**Run 1: met1 routing**

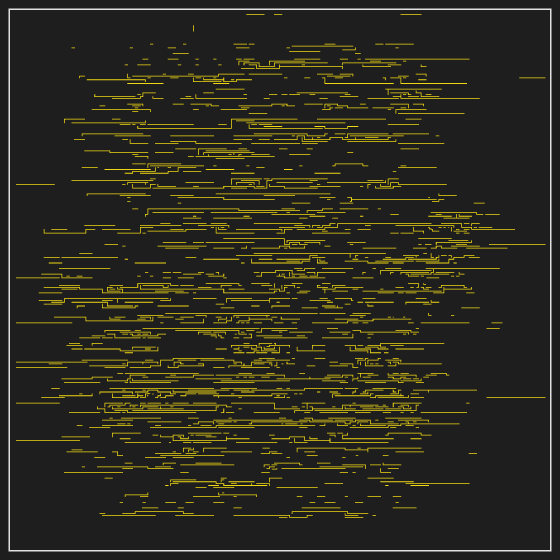
**Run 1: cell classes on the final placement**

Fill, decap, tap and diode cells in gray.
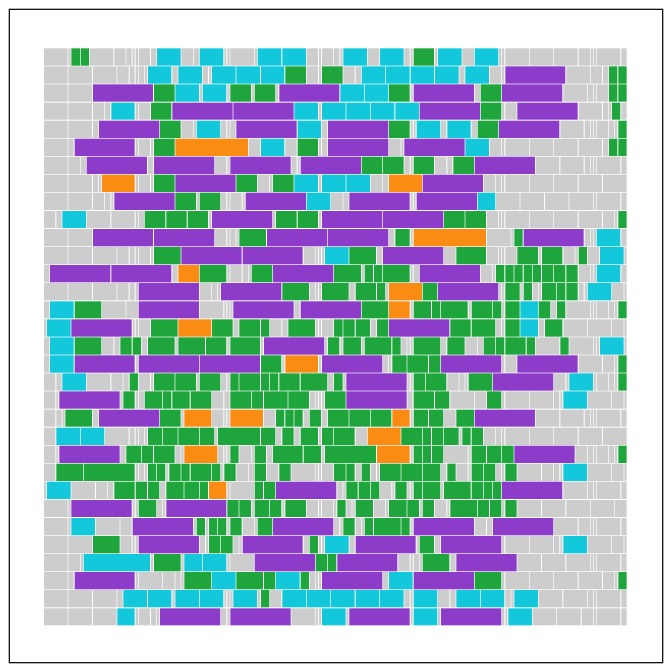
**Run 1: clock nets**

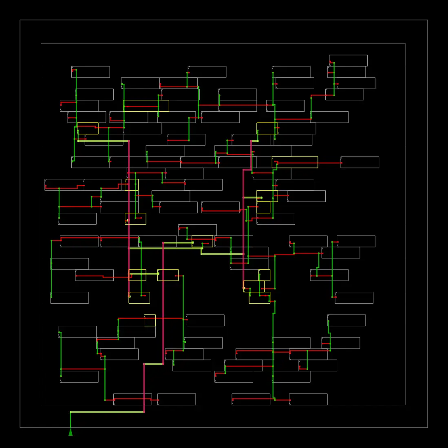
Design imem_loader_flat, sky130hd; sources not shown.
==> run summary, run 1 <==
OpenROAD warning count = 26
Final layout net count = 470
Die x size = 98.2 µm
Most instantiated logic cell after routing = dfrtp_1
Top area cells in the synthesized netlist = dfrtp_1 (52%), mux2_2 (7.8%), a22o_1 (7.1%)
Ys cells = 386
Setup Buffers After CTS = 0
Dominant register cell in the synthesized netlist = dfrtp_1
Height of the die = 98.2 µm
Internal power contribution = 1.99 mW
CTS tree = built
GR Overflow Total = 0
Pins Over Slew Limit = 0
Flip-flop count of the largest register after layout = 32
FF+latch area = 2180 µm²
Post-synthesis chip area from yosys = 4200 µm²
# DRC = 0
Hold WS = 0.297 ns
Maximum capacitance violations = 0
Global-route wire length before repair = 16600 µm
FP Core Util = 54.9%
Unique cell types = 51
Ratio of routed vias to standard cells = 5.98
Worst skew pair latency = 0.35 ns
Leakage = 2.28 nW
Setup CP Type = reg2out
Clock Tree Root = clkbuf_8
Initial antenna violation count = 0
Run status = complete, no violations
Fill count = 543
Syn Std Cell Area = 4200 µm²
Endpoints failing hold = 0
Final weighted congestion in routability-driven placement = 0.833
Reg-to-reg slack, setup = 1.80 ns
Most frequent cells after synthesis = dfrtp_1 (87), a22o_1 (34), mux2_2 (29), nand2_1 (29), o21ai_0 (26)
Drt pass-1 iters = 5
Floorplan die area = 9640 µm²
Number of port buffers = 81
Switching share of power = 38.3%
Register share after synthesis = 51.8%
About 'met1 routing':
- main direction: horizontal
- wire length on this layer: 4200 µm
- nets with wire on the layer: 418
via count: 3364
met1 GRT Util: 28.5%
total routed wirelength: 9850 µm

About 'cell classes on the final placement':
- remaining buffers and delay cells: cyan (cells 86)
- combinational and other logic: green (cells 272)
- clock drivers and dummy loads: orange (cells 16)
- sequential cells: purple (cells 87)
Core Box Area: 7650 µm²
post-route design area: 5260 µm²
post-layout utilization of the core: 68.7%
FP Rows: 32
fraction of area in registers: 41.4%

About 'clock nets':
TritonCTS Sinks: 87
# clk buffers: 9

-- run 1: power groups by stage --
stage,logic (mW),registers [mW],clock network (mW)
floorplan,0.661,1.41,0
global placement,1.35,1.25,0
detailed placement,1.39,1.27,0
CTS,1.40,1.26,0.584
global route,1.49,1.30,0.613
finish,1.39,1.26,0.576
-- run 1: metrics by stage --
stage,util (%),std cells,cell area (µm²)
2_1_floorplan,-,401,4260
3_3_place_gp,65.4,546,5000
3_5_place_dp,65.7,547,5030
4_1_cts,68.7,563,5260
5_1_grt,68.7,563,5260
6_report,68.7,563,5260
-- run 1: layout make-up --
| class | count | area share (%) |
|---|---|---|
| repair buffers | 86 | 16.5 |
| inverters | 8 | 0.571 |
| clock inverters | 7 | 1.98 |
| multi-input cells | 264 | 34.8 |
| well taps | 102 | 2.43 |
| clock buffers | 9 | 2.36 |
| flip-flops and latches | 87 | 41.4 |
-- run 1: critical path, stage by stage, from the launching register on --
cell and delay, ns:
dfrtp_1 0.47, nor2_1 0.24, nand2_1 0.45, inv_1 0.20
clkdlybuf4s50_1 0.63
-- run 1: cell families after synthesis --
kind of cell	synth area share, %
buffers and inverters	6.11
muxes	7.77
xor gates and xnor gates	3.96
and+or+nand+nor	11.9
adders and majority gates	0.596
DFF	51.8
other	0.0893
AOI/OAI and AO/OA	17.7
-- run 1: metal layers --
layer / track usage (%) / share of wire (%)
met4: 7.77 / 2.4
met2: 34.3 / 50
met1: 28.5 / 43
met3: 3.36 / 4.6
met5: 0 / 0
**Run 1: M3 wires**

Scale bar: 20 µm.
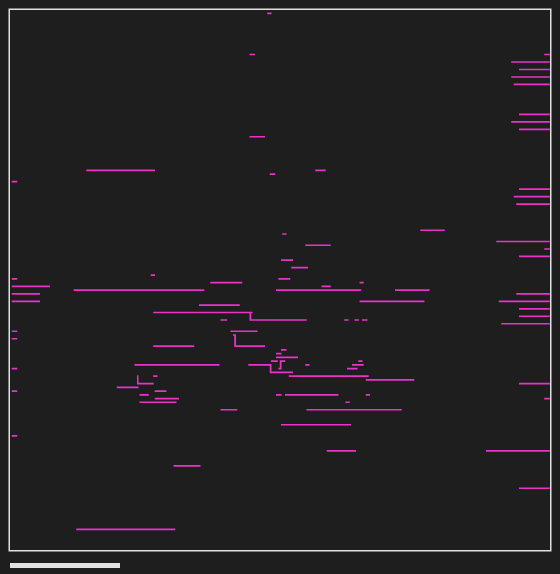

==> run 1 -> run 2 <==
- CORE_UTILIZATION: 54 -> 45
- PLACE_DENSITY: 0.85 -> 0.76
- clock period: 4.8 -> 2.85 ns (I/O delays scaled with it)
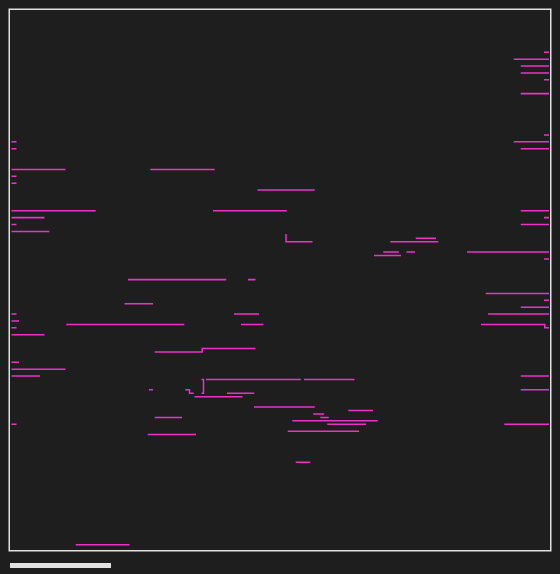
**Above:** run 2 (M3 wires).
Scale bar: 20 µm.
- main direction: horizontal
- longest straight run: 23.0 µm
met3 GRT Util: 3.85%
total routed wirelength: 10400 µm
via count: 3326

==> run 2 against run 1 <==
Net effect:
- the flow now finishes with violations (negative hold slack)
- hold slack lost 0.30 ns
- power grew 69%
- register-to-register slack lost 1.6 ns
- clock power grew about 60%
- global-route usage shrank 1.8 points
- critical path type is now reg2reg
- critical endpoint is now u_core.err
- largest cell class unchanged
- highest routed layer unchanged
==> run summary, run 2 <==
Leakage = 2.40 nW
Ys cells = 386
Run status = finished with violations
Reg-to-reg slack, setup = 0.16 ns
CP cell instances = and4_1 -> and3_1 -> o21ai_0 -> a2111o_1 -> nor4_2 -> o2111ai_1 -> a211o_1
Critical-path cell with the highest stage delay = dfrtp_1
Unique cell types = 51
Ratio of routed vias to standard cells = 5.57
Number of port buffers = 81
P_comb = 2.42 mW
Kind of cell with the highest combined delay on the critical path = AND-OR/OR-AND gates
Most frequent cells after synthesis = dfrtp_1 (87), a22o_1 (34), mux2_2 (29), nand2_1 (29), o21ai_0 (26)
Hold WS = -0.000135 ns
Maximum capacitance violations = 0
Endpoints failing hold = 1
Pins Over Slew Limit = 0
Failing checks = negative hold slack
Final layout net count = 495
Internal power contribution = 3.34 mW
FP Rows = 35
Height of the die = 107 µm
Floorplan die area = 11400 µm²
Initial antenna violation count = 0
Most instantiated logic cell after routing = dfrtp_1
Global-route wire length before repair = 17600 µm
Power dissipated in the clock network = 0.921 mW
OpenROAD warning count = 26
WP buf/inv = 0
Seq pwr = 2.10 mW
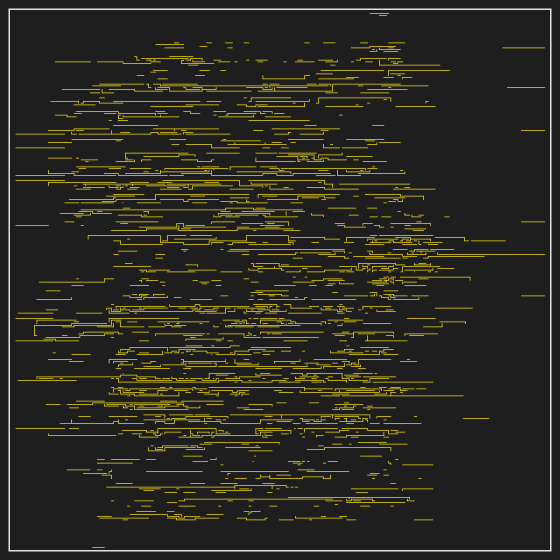
**Above:** run 2 (met1 routing).
- wire length on this layer: 4590 µm
- share of all routed wire: 44%
met1 GRT Util: 25.5%

-- run 2: netlist changes by cell type in the layout (fill, tap and decap cells not counted), sizes merged --
cell,previous run,this run
buf,6,31
bufinv,2,1
clkbuf,9,10
clkinv,1,2
clkinvlp,2,1
-- run 2: through the flow --
stage	setup TNS (ns)	util, %	power (mW)	area, µm²
after floorplan	0	-	3.49	4260
after global placement	-0.0219	57.0	4.46	5220
after detailed placement	-0.128	57.0	4.54	5220
after CTS	0	59.3	5.47	5430
after global routing	0	59.4	5.77	5440
final	0	59.4	5.44	5440
-- run 2: cells by family (layout without fill, tap and decap cells) --
kind of cell               Yosys count  count (layout)  synth area share (%)
and+or+nand+nor                     95              95                  11.9
adders and majority gates            2               2                 0.596
buffers and inverters               50             135                  6.11
other                                1              16                0.0893
AOI/OAI and AO/OA                  103             103                  17.7
DFF                                 87              87                  51.8
muxes                               29              29                  7.77
xor gates and xnor gates            19              19                  3.96
-- run 2: timing repair --
item,4_1_cts,5_1_grt
buffers inserted,0,0
setup endpoints to repair,0,2
gates resized,0,2
-- run 2: area by class of cell --
| type | instances | share of cell area (%) |
|---|---|---|
| flip-flops and latches | 87 | 40.1 |
| inverters | 8 | 0.552 |
| repair buffers | 111 | 19.2 |
| well taps | 111 | 2.56 |
| multi-input cells | 264 | 33.7 |
| clock inverters | 6 | 1.38 |
| clock buffers | 10 | 2.53 |
-- run 2: per-layer routing --
| metal | part of all wire (%) | vias to the layer above | track usage [%] |
|---|---|---|---|
| li1 | - | 1564 | - |
| met5 | 0 | - | 0 |
| met1 | 44 | 1645 | 25.5 |
| met2 | 50 | 107 | 32.3 |
| met4 | 1.1 | 0 | 5.11 |
| met3 | 4.5 | 10 | 3.85 |
Power and IR drop assume default switching activity.
